$ cat config.mk
export PLATFORM = sky130hd
export DESIGN_NAME = vga_pixel_stream_sink_flat
export DESIGN_NICKNAME = d
export VERILOG_FILES = /design/src/rtl/vga_pkg.sv /design/src/rtl/vga_pixel_stream_sink_if.sv /design/src/rtl/vga_sync_fifo.sv /design/src/rtl/vga_pixel_stream_sink.sv /design/src/flat_wrapper.sv
export SDC_FILE = /design/constraint.sdc
export NUM_CORES = 1
export LEC_CHECK = 0
export CORE_ASPECT_RATIO = 1.5
export CORE_MARGIN = 4
export CORE_UTILIZATION = 60
export CTS_BUF_LIST = sky130_fd_sc_hd__clkbuf_2
export CTS_CLUSTER_SIZE = 25
export DETAILED_ROUTE_END_ITERATION = 8
export GPL_TIMING_DRIVEN = 0
export MAX_ROUTING_LAYER = met4
export PLACE_DENSITY = 0.83
export SETUP_SLACK_MARGIN = 0.15
export SYNTH_ARGS = -nofsm -noshare
export SYNTH_HDL_FRONTEND = slang
export SYNTH_SLANG_ARGS = --single-unit
$ cat constraint.sdc
create_clock -name clk -period 10.5 [get_ports clk]
set_clock_uncertainty 0.1 [all_clocks]
set_input_delay 3.15 -clock clk [delete_from_list [all_inputs] [get_ports clk]]
set_output_delay 3.15 -clock clk [all_outputs]
set_load 0.01 [all_outputs]
$ cat src/rtl/vga_pkg.sv
// Shared VGA sink definitions: sink FSM states, pixel width, and the 1280x1024@60
// timing constants also used by the timing generator.
package vga_pkg;

    localparam int unsigned RGB_W = 12;

    localparam int unsigned H_ACTIVE = 1280;
    localparam int unsigned H_FRONT  = 48;
    localparam int unsigned H_SYNC   = 112;
    localparam int unsigned H_BACK   = 248;
    localparam int unsigned H_TOTAL  = H_ACTIVE + H_FRONT + H_SYNC + H_BACK;

    localparam int unsigned V_ACTIVE = 1024;
    localparam int unsigned V_FRONT  = 1;
    localparam int unsigned V_SYNC   = 3;
    localparam int unsigned V_BACK   = 38;
    localparam int unsigned V_TOTAL  = V_ACTIVE + V_FRONT + V_SYNC + V_BACK;

    localparam int unsigned DEFAULT_FRAME_PIXELS = H_ACTIVE * V_ACTIVE;

    typedef enum logic [1:0] {
        StWaitVs,
        StAlign,
        StStream
    } sink_state_e;

endpackage

$ cat src/rtl/vga_pixel_stream_sink_if.sv
// Upstream pixel stream: valid/ready handshake carrying one pixel and a
// start-of-frame marker.
interface vga_pixel_stream_sink_if
    import vga_pkg::*;
#(
    parameter int unsigned DW = RGB_W
) ();

    logic          s_valid;
    logic [DW-1:0] s_data;
    logic          s_sof;
    logic          s_ready;

    modport master (output s_valid, output s_data, output s_sof, input s_ready);
    modport slave (input s_valid, input s_data, input s_sof, output s_ready);

endinterface

$ cat src/rtl/vga_sync_fifo.sv
// Single-clock FIFO with extra-MSB pointers; flush empties it at the next edge and
// wins over a same-cycle push or pop.
module vga_sync_fifo
    import vga_pkg::*;
#(
    parameter int unsigned DW = RGB_W,
    parameter int unsigned DEPTH = 16,
    localparam int unsigned AW = $clog2(DEPTH) + 1
) (
    input  logic          clk,
    input  logic          Reset,
    input  logic          push,
    input  logic [DW-1:0] wdata,
    input  logic          pop,
    output logic [DW-1:0] rdata,
    input  logic          flush,
    output logic          full,
    output logic          empty,
    output logic [AW-1:0] level
);

    logic [DW-1:0] mem [DEPTH];
    logic [AW-1:0] wr_ptr_q, rd_ptr_q;
    logic          do_push, do_pop;

    assign empty   = (wr_ptr_q == rd_ptr_q);
    assign full    = (wr_ptr_q[AW-1] != rd_ptr_q[AW-1]) &&
                     (wr_ptr_q[AW-2:0] == rd_ptr_q[AW-2:0]);
    assign level   = wr_ptr_q - rd_ptr_q;
    assign rdata   = mem[rd_ptr_q[AW-2:0]];
    assign do_push = push && !full;
    assign do_pop  = pop && !empty;

    always_ff @(posedge clk or posedge Reset) begin
        if (Reset) begin
            wr_ptr_q <= '0;
            rd_ptr_q <= '0;
        end else if (flush) begin
            wr_ptr_q <= '0;
            rd_ptr_q <= '0;
        end else begin
            if (do_push) wr_ptr_q <= wr_ptr_q + AW'(1);
            if (do_pop)  rd_ptr_q <= rd_ptr_q + AW'(1);
        end
    end

    always_ff @(posedge clk) begin
        if (do_push && !flush) mem[wr_ptr_q[AW-2:0]] <= wdata;
    end

endmodule

$ cat src/rtl/vga_pixel_stream_sink.sv
// Buffers an upstream pixel stream and replays it on VGA pixel_enable with sync delayed
// to match; resyncs on vsync after underflow or SOF misalignment. Define
// VGA_FIFO_STATS_EN to expose FIFO occupancy and high-water mark.
module vga_pixel_stream_sink
    import vga_pkg::*;
#(
    parameter int unsigned DW = RGB_W,
    parameter int unsigned DEPTH = 16,
    parameter int unsigned FRAME_PIXELS = DEFAULT_FRAME_PIXELS,
    parameter int unsigned CNT_BITS = 21,
    localparam int unsigned AW = $clog2(DEPTH) + 1
) (
    input  logic                    clk,
    input  logic                    Reset,
    vga_pixel_stream_sink_if.slave  up,
    input  logic                    vga_hs_i,
    input  logic                    vga_vs_i,
    input  logic                    pixel_enable,
    output logic                    vga_hs,
    output logic                    vga_vs,
    output logic [DW-1:0]           rgb,
    output logic                    underflow,
    output logic                    sof_err,
    input  logic                    clr_err
`ifdef VGA_FIFO_STATS_EN
    ,
    output logic [AW-1:0]           fifo_level,
    output logic [AW-1:0]           fifo_hwm
`endif
);

    sink_state_e         state_q;
    logic [CNT_BITS-1:0] wr_cnt_q;
    logic                accept, frame_end, sof_ok, vs_rise;
    logic                push, pop, flush, full, empty;
    logic                underflow_set, sof_err_set;
    logic [DW-1:0]       fifo_rdata;
    logic [AW-1:0]       level;

    // vga_vs is the registered vga_vs_i, so it doubles as the edge-detect history.
    assign vs_rise       = vga_vs_i && !vga_vs;
    assign up.s_ready    = (state_q == StAlign) || ((state_q == StStream) && !full);
    assign accept        = up.s_valid && up.s_ready;
    assign frame_end     = (wr_cnt_q == CNT_BITS'(FRAME_PIXELS));
    assign sof_ok        = (up.s_sof == frame_end);
    assign push          = accept && (((state_q == StAlign) && up.s_sof) ||
                                      ((state_q == StStream) && sof_ok));
    assign pop           = pixel_enable && (state_q == StStream) && !empty;
    assign flush         = (state_q == StWaitVs);
    assign underflow_set = pixel_enable && (state_q == StStream) && empty;
    assign sof_err_set   = accept && (state_q == StStream) && !sof_ok;

    vga_sync_fifo #(
        .DW    (DW),
        .DEPTH (DEPTH)
    ) u_fifo (
        .clk   (clk),
        .Reset (Reset),
        .push  (push),
        .wdata (up.s_data),
        .pop   (pop),
        .rdata (fifo_rdata),
        .flush (flush),
        .full  (full),
        .empty (empty),
        .level (level)
    );

    always_ff @(posedge clk or posedge Reset) begin
        if (Reset) begin
            state_q   <= StWaitVs;
            wr_cnt_q  <= '0;
            vga_hs    <= 1'b0;
            vga_vs    <= 1'b0;
            rgb       <= '0;
            underflow <= 1'b0;
            sof_err   <= 1'b0;
        end else begin
            vga_hs    <= vga_hs_i;
            vga_vs    <= vga_vs_i;
            rgb       <= pop ? fifo_rdata : '0;
            underflow <= underflow_set || (underflow && !clr_err);
            sof_err   <= sof_err_set || (sof_err && !clr_err);
            unique case (state_q)
                StWaitVs: begin
                    wr_cnt_q <= '0;
                    if (vs_rise) state_q <= StAlign;
                end
                StAlign: begin
                    if (accept && up.s_sof) begin
                        wr_cnt_q <= CNT_BITS'(1);
                        state_q  <= StStream;
                    end
                end
                StStream: begin
                    if (accept && sof_ok) begin
                        wr_cnt_q <= frame_end ? CNT_BITS'(1) : wr_cnt_q + CNT_BITS'(1);
                    end
                    if (underflow_set || sof_err_set) state_q <= StWaitVs;
                end
                default: state_q <= StWaitVs;
            endcase
        end
    end

`ifdef VGA_FIFO_STATS_EN
    logic [AW-1:0] hwm_q;

    always_ff @(posedge clk or posedge Reset) begin
        if (Reset) begin
            hwm_q <= '0;
        end else if (clr_err) begin
            hwm_q <= '0;
        end else if (level > hwm_q) begin
            hwm_q <= level;
        end
    end

    assign fifo_level = level;
    assign fifo_hwm   = hwm_q;
`else
    logic unused_level;
    assign unused_level = ^level;
`endif

endmodule

$ cat src/flat_wrapper.sv
// flat-port wrapper written by rule: the top's interface ports become plain ports
module vga_pixel_stream_sink_flat import vga_pkg::*;
#(
    parameter int unsigned DW = RGB_W,
    parameter int unsigned DEPTH = 16,
    parameter int unsigned FRAME_PIXELS = DEFAULT_FRAME_PIXELS,
    parameter int unsigned CNT_BITS = 21,
    localparam int unsigned AW = $clog2(DEPTH) + 1
)
  (clk, Reset, vga_hs_i, vga_vs_i, pixel_enable, vga_hs, vga_vs, rgb, underflow, sof_err, clr_err, up_s_valid, up_s_data, up_s_sof, up_s_ready);
  vga_pixel_stream_sink_if #(.DW(DW)) up_i ();
  input  logic clk;
  input  logic Reset;
  input  logic vga_hs_i;
  input  logic vga_vs_i;
  input  logic pixel_enable;
  output logic vga_hs;
  output logic vga_vs;
  output logic [DW-1:0] rgb;
  output logic underflow;
  output logic sof_err;
  input  logic clr_err;
  input wire logic [$bits(up_i.s_valid)-1:0] up_s_valid;
  input wire logic [$bits(up_i.s_data)-1:0] up_s_data;
  input wire logic [$bits(up_i.s_sof)-1:0] up_s_sof;
  output wire logic [$bits(up_i.s_ready)-1:0] up_s_ready;
  assign up_i.s_valid = up_s_valid;
  assign up_i.s_data = up_s_data;
  assign up_i.s_sof = up_s_sof;
  assign up_s_ready = up_i.s_ready;
  vga_pixel_stream_sink #(.DW(DW), .DEPTH(DEPTH), .FRAME_PIXELS(FRAME_PIXELS), .CNT_BITS(CNT_BITS)) u_core (.clk(clk), .Reset(Reset), .up(up_i), .vga_hs_i(vga_hs_i), .vga_vs_i(vga_vs_i), .pixel_enable(pixel_enable), .vga_hs(vga_hs), .vga_vs(vga_vs), .rgb(rgb), .underflow(underflow), .sof_err(sof_err), .clr_err(clr_err));
endmodule
Cells coloured by class:
Drawn at 3 px/micron.
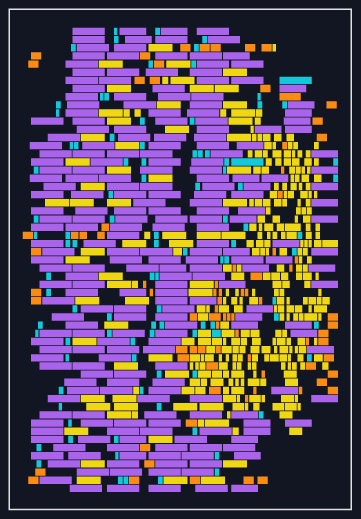
| class | colour | cells |
|---|---|---|
| combinational and other logic | yellow | 304 |
| other buffers and delay cells | orange | 80 |
| flops | purple | 241 |
| clock drivers and dummy loads | cyan | 97 |

Sizing map:
Drawn at 2 px/micron.
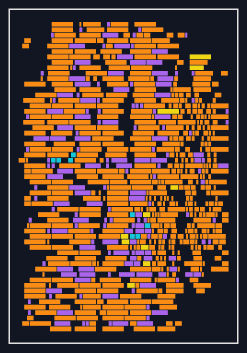
| size | colour | cells | share |
|---|---|---|---|
| _6 and larger | yellow | 10 | 1.4% |
| _3 and _4 cells | cyan | 8 | 1.1% |
| _2 cells | purple | 166 | 23% |
| _0 and _1 cells | orange | 538 | 75% |

==> results_slide.txt <==
Implementation Results

Status
  – Status: finished with violations
  – Failing checks: DRC

Power and ir drop
  – Power Combinational: approximately 0.00033 W
  – Pwr Density: 175 nW/um^2
  – Peak supply drop: roughly 0.10 mV
  – Flop pwr share: a little over half
  – Top Consumer: registers
  – Net Switching: 0.000569 W
  – Final total power: 0.00199 W
  – Power Clock: between 0.0005 and 0.0006 W
  – Leakage: between 3 and 4 nW

Clocking
  – Clock Tree Buf Depth: 3
  – Setup bufs post-CTS: 0
  – # resized after CTS: 0
  – CTS buffer count: 53
  – Hold Buf Count CTS: 0
  – H-Tree Level Count: 2
  – CTS Sinks: 241

Logic synthesis
  – Synth area leaders: edfxtp_1, mux4_2, dfrtp_1
  – Sequential cell area fraction in the yosys report: between 60% and 70%
  – Ys Warns: 0
  – Chip Area, Yosys: about 10000 sq um
  – Post-Syn Area per Cell: between 15 and 20 sq um
  – Seq cells post-synth: about 240
  – Top cell area share: about 58%
  – Synth area leader: edfxtp_1
  – Cells after synthesis: about 580

Critical path
  – CP Cell Sequence: clkbuf_1 > xnor2_1 > and4_1 > nand2_1 > a21o_1 > clkdlybuf4s50_1
  – Worst reg-to-reg path cell count: 8
  – Max incr delay on CP: around 480 ps
  – Worst R2R End: u_core.u_fifo.mem[12][7]
  – Critical path capture point: up_s_ready
  – Critical-path top delay cell: clkdlybuf4s50_1
  – CP Launch Type: flip-flop
  – Buffers and inverters on the worst path: 2
  – Reg-to-Reg Start: u_core.wr_cnt_q[5]
  – CP Max Fanout: 7
  – Top cell family by delay on the critical path: buffers and inverters

Layout
  – Fill cells: about 1.0k
  – Multi-input gate area: about 2900 sq um
  – Clock-cell share: around 4.6%
  – Fin nets: 712
  – P&R area growth vs syn: 13.5%
  – Final core utilization: 69.6%
  – N_diodes: 1
  – Largest class: sequential cells
  – Inverters, non-clock: 19
  – Logic share of the area: between 20% and 30%

GRT
  – Vias in the first global route: approximately 6.3k
  – Met3 usage: approximately 5.0%
  – GRT overflow: 0
  – GRT Overall Usage: 25.0%

STA
  – Slew headroom: approximately a fifth
  – Worst-margin pin slew: 1200 ps
  – Final min period: ~6000 ps
  – Cycle use final: about 57%
  – Setup ws final: about 4500 ps
  – Hold Vio Cnt, Final: 0

Drt
  – Iter 0 DRT Violations: ~710
  – Met2 routed WL: between 10000 and 15000 microns
  – TritonRoute pass-1 iters: 8
  – WL final: ~22000 microns
  – Vias: just under 6k
  – Met3 Wirelength: 1510 microns
  – Routed length per instance: ~24 microns
  – Post-route ant nets: 0
  – # DRC: 1
  – Via-to-Cell Ratio: about 6.3

Placement
  – Post-DP HPWL: between 10000 and 15000 microns
  – RD Place Congestion: approximately 0.90
  – Post-place setup slack: around 4000 ps
  – Placed Area: roughly 11000 sq um

Floorplan
  – DIE HEIGHT: roughly 170 microns
  – Core Box Area: between 15000 and 20000 sq um
  – Chip Width: between 100 and 150 microns
  – Row count: between 50 and 60

Worst hold path
  – WHS Path Cells: 1
  – Hold Path End: u_core.sof_err
==> cells in the mapped netlist (all sizes together), types with 3 or more instances <==
| master | n |
|---|---|
| buf | 10 |
| nor4 | 10 |
| and3 | 3 |
| inv | 19 |
| nand3 | 17 |
| edfxtp | 192 |
| or4 | 12 |
| and2 | 12 |
| xnor2 | 7 |
| a21oi | 16 |
| nand2b | 7 |
| o21ai | 17 |
| nor3 | 9 |
| xor2 | 3 |
| and4 | 7 |
| ha | 12 |
| nand4 | 4 |
| dfrtp | 49 |
| o31ai | 22 |
| nor4b | 3 |
| mux4 | 60 |
| or2 | 3 |
| clkbuf | 20 |
| mux2 | 5 |
| nor2 | 25 |
| nand2 | 13 |
==> flip-flops by register name, indices dropped and copies added (netlist names) <==
name	cells
u_core.u_fifo.mem	192
u_core.wr_cnt_q	21
u_core.rgb	12
u_core.u_fifo.rd_ptr_q	5
u_core.u_fifo.wr_ptr_q	5
u_core.state_q	2
u_core.sof_err	1
u_core.underflow	1
u_core.vga_hs	1
u_core.vga_vs	1
==> kinds of logic after synthesis <==
logic type	count (synthesis)	synth area share, %
buffers and inverters	49	1.96
and+or+nand+nor	129	7.36
DFF	241	69.8
adders and majority gates	12	1.50
xor gates and xnor gates	10	0.874
muxes	67	14.3
AOI/OAI and AO/OA	67	4.27
==> placed cells by master, fill, tap and decap left out, drive strengths merged, types with 3 or more instances in the layout <==
master         instances
a21oi                 16
and4                   7
nor2                  25
and3                   3
mux2                   5
clkbuf                89
nand3                 17
nor3                   9
nor4b                  3
nand2                 13
mux4                  60
clkdlybuf4s50         36
or4                   12
inv                   19
o21ai                 17
clkinv                26
or2                    3
buf                   24
xor2                   3
nand4                  4
and2                  12
ha                    12
o31ai                 22
nor4                  10
dfrtp                 49
edfxtp               192
xnor2                  7
nand2b                 7
Power and IR drop assume default switching activity.
